==> src/rtl/or_reduce_pkg.sv <==
// -----------------------------------------------------------------------------
// or_reduce_pkg
// Shared definitions for the or_reduce_pipe flag aggregator.
//   - lane_mode_e : per-lane accumulation mode (live / sticky)
//   - DEF_*       : default parameter values used by the top and lane modules
// Optional feature macro used by the top: OR_REDUCE_CNT_EN (saturating hit count).
// -----------------------------------------------------------------------------
package or_reduce_pkg;

    // Per-lane mode as driven on the sticky input bits
    typedef enum logic {
        MODE_LIVE   = 1'b0,
        MODE_STICKY = 1'b1
    } lane_mode_e;

    // Default parameter values
    localparam int unsigned DEF_WIDTH    = 8;
    localparam int unsigned DEF_CHANNELS = 4;
    localparam int unsigned DEF_CNT_W    = 16;

    // True when the lane should OR the new sample into its held value
    function automatic logic lane_accumulates(input lane_mode_e mode, input logic clear);
        return (mode == MODE_STICKY) && !clear;
    endfunction

endpackage : or_reduce_pkg

==> src/rtl/or_reduce_lane.sv <==
// -----------------------------------------------------------------------------
// or_reduce_lane
// One lane of the aggregator: OR-reduces a WIDTH-bit slice and keeps the
// registered lane flag, honouring live/sticky mode and the clear strobe.
//
// Ports:
//   clk        in   rising-edge clock
//   rst        in   synchronous active-low reset (0 = reset)
//   in_valid_i in   slice_i is sampled this cycle
//   slice_i    in   WIDTH-bit lane data
//   sticky_i   in   lane mode: 0 live, 1 sticky
//   clear_i    in   clears sticky state
//   out_o      out  registered lane flag
//   out_d_c    out  combinational next value of the lane flag (feeds top 'any')
// -----------------------------------------------------------------------------
module or_reduce_lane
    import or_reduce_pkg::*;
#(
    parameter int unsigned WIDTH = DEF_WIDTH
) (
    input  logic             clk,
    input  logic             rst,
    input  logic             in_valid_i,
    input  logic [WIDTH-1:0] slice_i,
    input  logic             sticky_i,
    input  logic             clear_i,
    output logic             out_o,
    output logic             out_d_c
);

    lane_mode_e mode;
    logic       red;
    logic       out_q;
    logic       out_d;

    assign mode = lane_mode_e'(sticky_i);
    assign red  = |slice_i;

    // Next lane value; on a valid sample a clear is applied before accumulating
    always_comb begin
        out_d = out_q;
        if (in_valid_i) begin
            if (lane_accumulates(mode, clear_i)) begin
                out_d = out_q | red;
            end else begin
                out_d = red;
            end
        end else if (clear_i && (mode == MODE_STICKY)) begin
            out_d = 1'b0;
        end
    end

    // Lane flag register
    always_ff @(posedge clk) begin
        if (!rst) begin
            out_q <= 1'b0;
        end else begin
            out_q <= out_d;
        end
    end

    assign out_o   = out_q;
    assign out_d_c = out_d;

endmodule : or_reduce_lane

==> src/rtl/or_reduce_pipe.sv <==
// -----------------------------------------------------------------------------
// or_reduce_pipe
// Multi-channel registered OR-reduction flag aggregator. Each of CHANNELS lanes
// OR-reduces its WIDTH-bit slice of 'in' with one cycle of latency; lanes can be
// live (follow each sample) or sticky (hold a 1 until cleared).
//
// Optional feature: define OR_REDUCE_CNT_EN to add the saturating hit_cnt
// output, counting valid cycles in which any lane reduced to 1.
//
// Ports:
//   clk        in   rising-edge clock
//   rst        in   synchronous active-low reset (0 = reset)
//   in_valid   in   'in' is sampled this cycle
//   in         in   CHANNELS*WIDTH data, lane c = in[c*WIDTH +: WIDTH]
//   sticky     in   per-lane mode: 0 live, 1 sticky
//   clear      in   clears sticky lane state (and hit counter)
//   out_valid  out  'out' was updated from a valid sample last cycle
//   out        out  registered per-lane OR result
//   any        out  registered OR of all lanes (same timing as 'out')
//   hit_cnt    out  saturating hit count (OR_REDUCE_CNT_EN only)
// -----------------------------------------------------------------------------
module or_reduce_pipe
    import or_reduce_pkg::*;
#(
    parameter int unsigned WIDTH    = DEF_WIDTH,
    parameter int unsigned CHANNELS = DEF_CHANNELS,
    parameter int unsigned CNT_W    = DEF_CNT_W
) (
    input  logic                      clk,
    input  logic                      rst,
    input  logic                      in_valid,
    input  logic [CHANNELS*WIDTH-1:0] in,
    input  logic [CHANNELS-1:0]       sticky,
    input  logic                      clear,
    output logic                      out_valid,
    output logic [CHANNELS-1:0]       out,
    output logic                      any
`ifdef OR_REDUCE_CNT_EN
    ,
    output logic [CNT_W-1:0]          hit_cnt
`endif
);

    // Elaboration-time parameter sanity checks
    if (WIDTH < 1) begin : g_bad_width
        $error("or_reduce_pipe: WIDTH must be >= 1");
    end
    if (CHANNELS < 1) begin : g_bad_channels
        $error("or_reduce_pipe: CHANNELS must be >= 1");
    end
    if (CNT_W < 1) begin : g_bad_cnt_w
        $error("or_reduce_pipe: CNT_W must be >= 1");
    end

    logic [CHANNELS-1:0] lane_out;
    logic [CHANNELS-1:0] lane_out_d;

    // Per-lane reduction and flag registers
    for (genvar c = 0; c < CHANNELS; c++) begin : g_lane
        or_reduce_lane #(
            .WIDTH (WIDTH)
        ) u_lane (
            .clk        (clk),
            .rst        (rst),
            .in_valid_i (in_valid),
            .slice_i    (in[c*WIDTH +: WIDTH]),
            .sticky_i   (sticky[c]),
            .clear_i    (clear),
            .out_o      (lane_out[c]),
            .out_d_c    (lane_out_d[c])
        );
    end

    logic valid_q;
    logic valid_d;
    logic any_q;
    logic any_d;

    // 'any' is taken from the lanes' next state so it lines up with 'out'
    always_comb begin
        valid_d = in_valid;
        any_d   = |lane_out_d;
    end

    // Valid strobe and summary flag registers
    always_ff @(posedge clk) begin
        if (!rst) begin
            valid_q <= 1'b0;
            any_q   <= 1'b0;
        end else begin
            valid_q <= valid_d;
            any_q   <= any_d;
        end
    end

    assign out_valid = valid_q;
    assign out       = lane_out;
    assign any       = any_q;

`ifdef OR_REDUCE_CNT_EN
    localparam logic [CNT_W-1:0] CNT_MAX = {CNT_W{1'b1}};

    logic             hit;
    logic [CNT_W-1:0] cnt_q;
    logic [CNT_W-1:0] cnt_d;
    logic [CNT_W-1:0] cnt_base;

    // Any lane reducing to 1 is equivalent to the whole input being nonzero
    assign hit = in_valid && (|in);

    // Clear zeroes the count first so a same-cycle hit lands at 1
    always_comb begin
        cnt_base = clear ? '0 : cnt_q;
        cnt_d    = cnt_base;
        if (hit && (cnt_base != CNT_MAX)) begin
            cnt_d = cnt_base + CNT_W'(1);
        end
    end

    // Hit counter register
    always_ff @(posedge clk) begin
        if (!rst) begin
            cnt_q <= '0;
        end else begin
            cnt_q <= cnt_d;
        end
    end

    assign hit_cnt = cnt_q;
`endif

endmodule : or_reduce_pipe

==> config.mk <==
export PLATFORM = sky130hd
export DESIGN_NAME = or_reduce_pipe
export DESIGN_NICKNAME = d
export VERILOG_FILES = /design/src/rtl/or_reduce_pkg.sv /design/src/rtl/or_reduce_lane.sv /design/src/rtl/or_reduce_pipe.sv
export SDC_FILE = /design/constraint.sdc
export NUM_CORES = 1
export LEC_CHECK = 0
export CAP_MARGIN = 20
export CELL_PAD_IN_SITES_DETAIL_PLACEMENT = 1
export CELL_PAD_IN_SITES_GLOBAL_PLACEMENT = 1
export CORE_MARGIN = 2
export CORE_UTILIZATION = 13
export DETAILED_ROUTE_END_ITERATION = 10
export PLACE_DENSITY_LB_ADDON = 0.1
export RECOVER_POWER = 100
export SLEW_MARGIN = 10
export SYNTH_ARGS = -nofsm -noshare
export SYNTH_HDL_FRONTEND = slang
export SYNTH_SLANG_ARGS = --single-unit
==> constraint.sdc <==
create_clock -name clk -period 1.4 [get_ports clk]
set_input_delay 0.35 -clock clk [delete_from_list [all_inputs] [get_ports clk]]
set_output_delay 0.35 -clock clk [all_outputs]
set_load 0.01 [all_outputs]
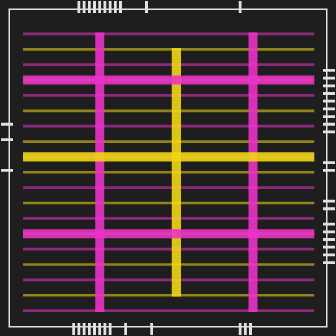
**Above:** run 1 (floorplan with the power grid).
Pins as bars on the die edge.
| color | net |
|---|---|
| magenta | VSS |
| yellow | VDD |
met1 rails: 19
signal pins: 46
met5 straps: 3
met4 straps: 3

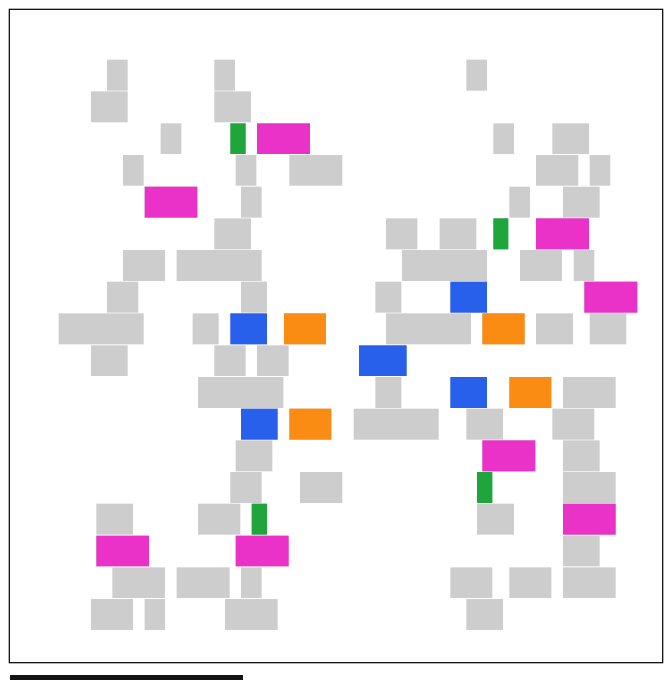
**Above:** run 1 (gate-type map).
Scale bar: 20 um.
| color | family | cells | most used |
|---|---|---|---|
| green | NAND gates | 4 | nand2_1 |
| blue | AND-OR and OR-AND gates | 5 | a22o_1 |
| orange | multiplexers | 4 | mux2i_1 |
| magenta | NOR gates | 8 | nor4_2 |

==> flow_summary_export.csv, run 1 <==
group,metric,value,unit
run_status,status,"finished clean",
cells_and_area,layout.cells.non_filler,111,
critical_path,r2r-start,"g_lane[0].u_lane.out_o$_SDFF_PN0_",
power,peakVddDrop,0.373,mV
route,drtPass1Iterations,2,
sta,fmax,731,MHz
sta,layout_setup_ws,0.0326,ns
route,wl_met2,644,um
power,p_seq,0.000187,W
floorplan,die_h,55.9,um
sta,setup_viol,0,
critical_path,worstPathCellList,"clkdlybuf4s50_1 -> mux2i_1 -> a22o_1 -> o41a_1",
route,vias_per_cell,4.23,
sta,period_used_share,0.977,
yosys,ys_seq_frac,0.343,
floorplan,fp_util,0.139,
power,maxPowerGroup,"registers",
cells_and_area,drive_gt1_frac,0.321,
cts,clk_pin_slew,0.05,ns
power,swShare,0.248,
place,dp_hpwl,1090,um
yosys,simple_gate_area_frac,0.314,
critical_path,crit_path_start,"sticky[1]",
global_route,grtUsageTotal,0.0946,
critical_path,critical-path-top-delay-family,"AND-OR/OR-AND gates",
yosys,ys_chip_area,350,um^2
floorplan,ios,46,
cells_and_area,nNonClkInverters,0,
cts,cts_repair_resize_count,37,
yosys,synth_flops,6,
route,dr_wl_met3,163,um
cts,cts_hold_buf,0,
global_route,grt_max_degree,9,
yosys,top_area_cell,"dfxtp_1",
yosys,aoi_share,0.132,
cells_and_area,fin_util,0.319,
yosys,flop_cell,"dfxtp_1",
power,p_sw,0.000123,W
cells_and_area,layout_top_cells,"16 x dlygate4sd2_1, 13 x clkbuf_2, 8 x nor4_2",
critical_path,cp_max_fo,2,
yosys,ys_sh_adder,0,
route,totalWireLength,1360,um
hold_path,holdPathEnd,"g_lane[2].u_lane.out_o$_SDFF_PN0_",
yosys,synthCells,37,
yosys,yosysWarningCount,0,
run,cap_violations,0,
cells_and_area,fillers,310,
critical_path,reg2reg_setup_slack,0.36,ns
power,cellPowerDensity,618,nW/um^2
yosys,muxShareOfSynthArea,0.114,
global_route,use_met2,0.145,
yosys,top_logic_kind,"simple AND/OR/NAND/NOR gates",
cells_and_area,comb_share,0.291,
sta,setup-tns-final,0,ns
global_route,antenna_found_initial,0,
cts,clock_latency,0.25,ns
critical_path,worst_setup_path_start_kind,"input pin",
cells_and_area,nNonClkBuffers,46,
cells_and_area,diodes,0,
floorplan,dieArea,3130,um^2
power,clock_power_share,0.331,
yosys,syn_avg_cell_area,9.47,um^2
power,p_leak,0.404,nW
sta,worst_clock_skew,0.00140,ns
route,wl_per_cell,12.3,um
hold_path,hold_path.class,"input pin to flop",
yosys,xor_area_frac,0,
critical_path,timing.critical_path.buf_inv,1,
hold_path,hp-start,"in[22]",
critical_path,max_stage_delay,0.47,ns
cts,cts_root_buf,"clkbuf_4",
global_route,busiest_layer,"met2",
cts,postCtsSetupRepairBufs,0,
cells_and_area,nonClkBufAreaFrac,0.485,
global_route,use_met1,0.0938,
yosys,synth_cell_types,11,
cells_and_area,seq_share,0.149,
floorplan,well_tap_count,30,
cells_and_area,final_area,805,um^2
critical_path,arrival,1.50,ns
yosys,syn_nets,77,
critical_path,cp.required,1.53,ns
cts,numCtsBuffers,3,
cells_and_area,layout_top_cell,"dlygate4sd2_1",
cts,cts_tree,"built",
critical_path,cp-endpoint,"any$_SDFF_PN0_",
place,port_buffers,45,
cells_and_area,comb.multi_input.count,26,
critical_path,r2r-end,"any$_SDFF_PN0_",
power,total_power,0.000497,W
sta,min_period,1.37,ns
floorplan,die_x,55.9,um
cells_and_area,largest_reg_flops,4,
power,p_int,0.000374,W
run,openroad.warnings,27,
power,p_seq_frac,0.376,
critical_path,cp.depth,4,
global_route,grt_pass1_wl,2250,um
cells_and_area,clock_buffers,3,
cells_and_area,seq_cells,6,
place,place_ws,-0.515,ns
place,place_congestion,0.638,
global_route,gr-usage-met3,0.0628,
floorplan,placeableCoreArea,2520,um^2
cts,clkSinkCount,6,
sta,slew_viol_final,0,
yosys,syn-cell-area,350,um^2
cts,h-tree-depth,1,
cells_and_area,ff_latch_area,120,um^2
power,combPwrFrac,0.293,
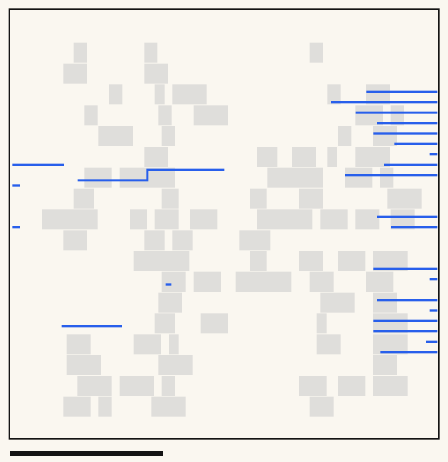
**Above:** run 1 (M3 wires).
Scale bar: 20 um.
wire length on this layer: 164 um
nets with wire on the layer: 23
longest straight run: 13.6 um

==> run 2: changes to the inputs <==
--- a/config.mk
+++ b/config.mk
@@ -11,6 +11,7 @@
 export CORE_MARGIN = 2
 export CORE_UTILIZATION = 13
 export DETAILED_ROUTE_END_ITERATION = 10
+export HOLD_SLACK_MARGIN = 0.05
 export PLACE_DENSITY_LB_ADDON = 0.1
 export RECOVER_POWER = 100
 export SLEW_MARGIN = 10
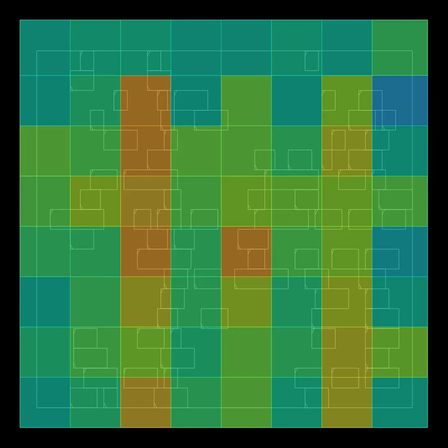
**Above:** run 2 (routing congestion).
met3 usage: 0.0628
layer with the highest usage: met2

==> flow_summary_export.csv, run 2 <==
group,metric,value,unit
cells_and_area,seq_cells,6,
yosys,ys_seq_frac,0.343,
critical_path,r2r-start,"g_lane[0].u_lane.out_o$_SDFF_PN0_",
cells_and_area,nonClkBufAreaFrac,0.485,
route,vias,470,
yosys,syn_nets,77,
global_route,antenna_found_initial,0,
route,wl_met2,644,um
sta,period_used_share,0.977,
sta,setup_viol,0,
route,drtPass1Iterations,2,
global_route,grt_overflow,0,
cells_and_area,largest_reg_flops,4,
power,clock_power_share,0.331,
power,total_power,0.000497,W
critical_path,worst_setup_path_start_kind,"input pin",
critical_path,worstPathCellList,"clkdlybuf4s50_1 -> mux2i_1 -> a22o_1 -> o41a_1",
hold_path,holdPathEnd,"g_lane[2].u_lane.out_o$_SDFF_PN0_",
power,combPwrFrac,0.293,
sta,worst_clock_skew,0.00140,ns
power,cellPowerDensity,618,nW/um^2
power,p_int,0.000374,W
cells_and_area,clock_buffers,3,
power,p_sw,0.000123,W
yosys,ys_chip_area,350,um^2
sta,fmax,731,MHz
cts,cts_root_buf,"clkbuf_4",
cts,clk_pin_slew,0.05,ns
yosys,simple_gate_area_frac,0.314,
global_route,grt_pass1_wl,2250,um
yosys,aoi_share,0.132,
place,place_ws,-0.515,ns
floorplan,dieArea,3130,um^2
cts,clock_latency,0.25,ns
cells_and_area,final_area,805,um^2
power,p_seq_frac,0.376,
route,drt_iter0_markers,2,
route,ant_nets,0,
cells_and_area,layout_top_cell,"dlygate4sd2_1",
hold_path,hp-start,"in[22]",
hold_path,hold_path.class,"input pin to flop",
floorplan,fp_util,0.139,
critical_path,max_stage_delay,0.47,ns
run_status,status,"finished clean",
cts,cts_repair_resize_count,37,
place,place_congestion,0.638,
cells_and_area,fin_util,0.319,
yosys,syn-cell-area,350,um^2
critical_path,cp_max_fo,2,
yosys,yosysWarningCount,0,
yosys,flop_cell,"dfxtp_1",
floorplan,ios,46,
cts,cts_tree,"built",
critical_path,arrival,1.50,ns
place,dp_hpwl,1090,um
yosys,top_area_cell,"dfxtp_1",
sta,slew_viol_final,0,
global_route,grt_max_degree,9,
cells_and_area,nNonClkBuffers,46,
critical_path,cp_slowest_cell,"clkdlybuf4s50_1",
cells_and_area,diodes,0,
sta,layout_setup_ws,0.0326,ns
critical_path,timing.critical_path.buf_inv,1,
cts,postCtsSetupRepairBufs,0,
yosys,synthCells,37,
yosys,top_logic_kind,"simple AND/OR/NAND/NOR gates",
critical_path,r2r-end,"any$_SDFF_PN0_",
route,dr_wl_met3,163,um
cells_and_area,drive_gt1_frac,0.321,
cts,cts_hold_buf,0,
global_route,use_met1,0.0938,
cts,numCtsBuffers,3,
power,p_seq,0.000187,W
critical_path,crit_path_start,"sticky[1]",
route,totalWireLength,1360,um
cells_and_area,ff_latch_area,120,um^2
floorplan,die_x,55.9,um
place,port_buffers,45,
yosys,synth_flops,6,
cts,h-tree-depth,1,
yosys,syn_avg_cell_area,9.47,um^2
cells_and_area,seq_share,0.149,
yosys,xor_area_frac,0,
critical_path,cp.required,1.53,ns
run,openroad.warnings,27,
floorplan,die_h,55.9,um
power,swShare,0.248,
cts,clkSinkCount,6,
route,vias_per_cell,4.23,
cells_and_area,nNonClkInverters,0,
yosys,synth_cell_types,11,
cells_and_area,layout_top_cells,"16 x dlygate4sd2_1, 13 x clkbuf_2, 8 x nor4_2",
power,p_leak,0.404,nW
floorplan,placeableCoreArea,2520,um^2
critical_path,reg2reg_setup_slack,0.36,ns
power,peakVddDrop,0.373,mV
critical_path,cp.depth,4,
critical_path,critical-path-top-delay-family,"AND-OR/OR-AND gates",
cells_and_area,fillers,310,
cells_and_area,layout.cells.non_filler,111,
cells_and_area,nNetsFinal,123,
yosys,ys_sh_adder,0,
route,wl_per_cell,12.3,um
global_route,use_met2,0.145,
global_route,grtUsageTotal,0.0946,
power,maxPowerGroup,"registers",
floorplan,row_count,18,
run,cap_violations,0,
critical_path,cp-endpoint,"any$_SDFF_PN0_",
floorplan,well_tap_count,30,
cells_and_area,comb.multi_input.count,26,
cells_and_area,comb_share,0.291,
yosys,muxShareOfSynthArea,0.114,
sta,setup-tns-final,0,ns
==> run 3: changes to the inputs <==
--- a/config.mk
+++ b/config.mk
@@ -11,7 +11,8 @@
 export CORE_MARGIN = 2
 export CORE_UTILIZATION = 13
 export DETAILED_ROUTE_END_ITERATION = 10
-export HOLD_SLACK_MARGIN = 0.05
+export GPL_TIMING_DRIVEN = 0
+export HOLD_SLACK_MARGIN = 0.03
 export PLACE_DENSITY_LB_ADDON = 0.1
 export RECOVER_POWER = 100
 export SLEW_MARGIN = 10
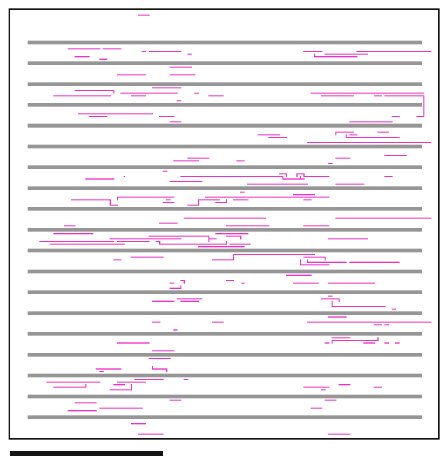
**Above:** run 3 (met1 routing).
Scale bar: 20 um. Supply wires on this layer in gray.
wire length on this layer: 552 um
share of all routed wire: 41%
longest straight run: 16.1 um
nets with wire on the layer: 110
main direction: horizontal

==> flow_summary_export.csv, run 3 <==
group,metric,value,unit
sta,layout_setup_ws,0.0371,ns
sta,fmax,734,MHz
cells_and_area,fillers,305,
cts,cts_hold_buf,0,
sta,setup-tns-final,0,ns
run_status,status,"finished clean",
global_route,busiest_layer,"met2",
cells_and_area,seq_cells,6,
cells_and_area,comb_share,0.262,
cells_and_area,drive_gt1_frac,0.302,
yosys,synth_cell_types,11,
power,p_int,0.000388,W
cells_and_area,largest_reg_flops,4,
critical_path,max_stage_delay,0.47,ns
cells_and_area,nonClkBufAreaFrac,0.530,
floorplan,ios,46,
critical_path,timing.critical_path.buf_inv,1,
critical_path,cp_slowest_cell,"clkdlybuf4s50_1",
cts,clkSinkCount,6,
hold_path,hold_path.class,"input pin to flop",
hold_path,hp-start,"in_valid",
yosys,simple_gate_area_frac,0.314,
critical_path,r2r-start,"g_lane[2].u_lane.out_o$_SDFF_PN0_",
power,cellPowerDensity,583,nW/um^2
yosys,synth_flops,6,
floorplan,row_count,18,
cts,clock_latency,0.24,ns
critical_path,r2r-end,"any$_SDFF_PN0_",
cts,cts_tree,"built",
critical_path,arrival,1.48,ns
sta,worst_clock_skew,0.0000873,ns
power,maxPowerGroup,"registers",
power,clock_power_share,0.312,
power,p_seq_frac,0.369,
cells_and_area,clock_buffers,3,
yosys,synthCells,37,
critical_path,reg2reg_setup_slack,0.35,ns
route,wl_per_cell,11.6,um
yosys,aoi_share,0.132,
yosys,flop_cell,"dfxtp_1",
cells_and_area,nNonClkBuffers,51,
sta,period_used_share,0.974,
power,total_power,0.000506,W
power,swShare,0.233,
yosys,syn_avg_cell_area,9.47,um^2
route,ant_nets,0,
yosys,yosysWarningCount,0,
sta,slew_viol_final,0,
route,vias,476,
cells_and_area,nNetsFinal,128,
cts,cts_repair_resize_count,31,
power,peakVddDrop,0.366,mV
floorplan,fp_util,0.139,
cts,numCtsBuffers,3,
floorplan,placeableCoreArea,2520,um^2
floorplan,die_h,55.9,um
cells_and_area,comb.multi_input.count,26,
critical_path,cp.depth,4,
route,vias_per_cell,4.10,
route,totalWireLength,1350,um
cells_and_area,nNonClkInverters,0,
cells_and_area,diodes,0,
route,wl_met2,622,um
global_route,grt_overflow,0,
yosys,top_logic_kind,"simple AND/OR/NAND/NOR gates",
power,p_seq,0.000187,W
global_route,antenna_found_initial,0,
route,dr_wl_met3,166,um
yosys,syn-cell-area,350,um^2
yosys,ys_chip_area,350,um^2
place,port_buffers,44,
cells_and_area,ff_latch_area,120,um^2
cts,clk_pin_slew,0.04,ns
global_route,grt_max_degree,10,
critical_path,worst_setup_path_start_kind,"input pin",
yosys,ys_seq_frac,0.343,
No activity file was given, so power comes from the tool's default toggle rates.
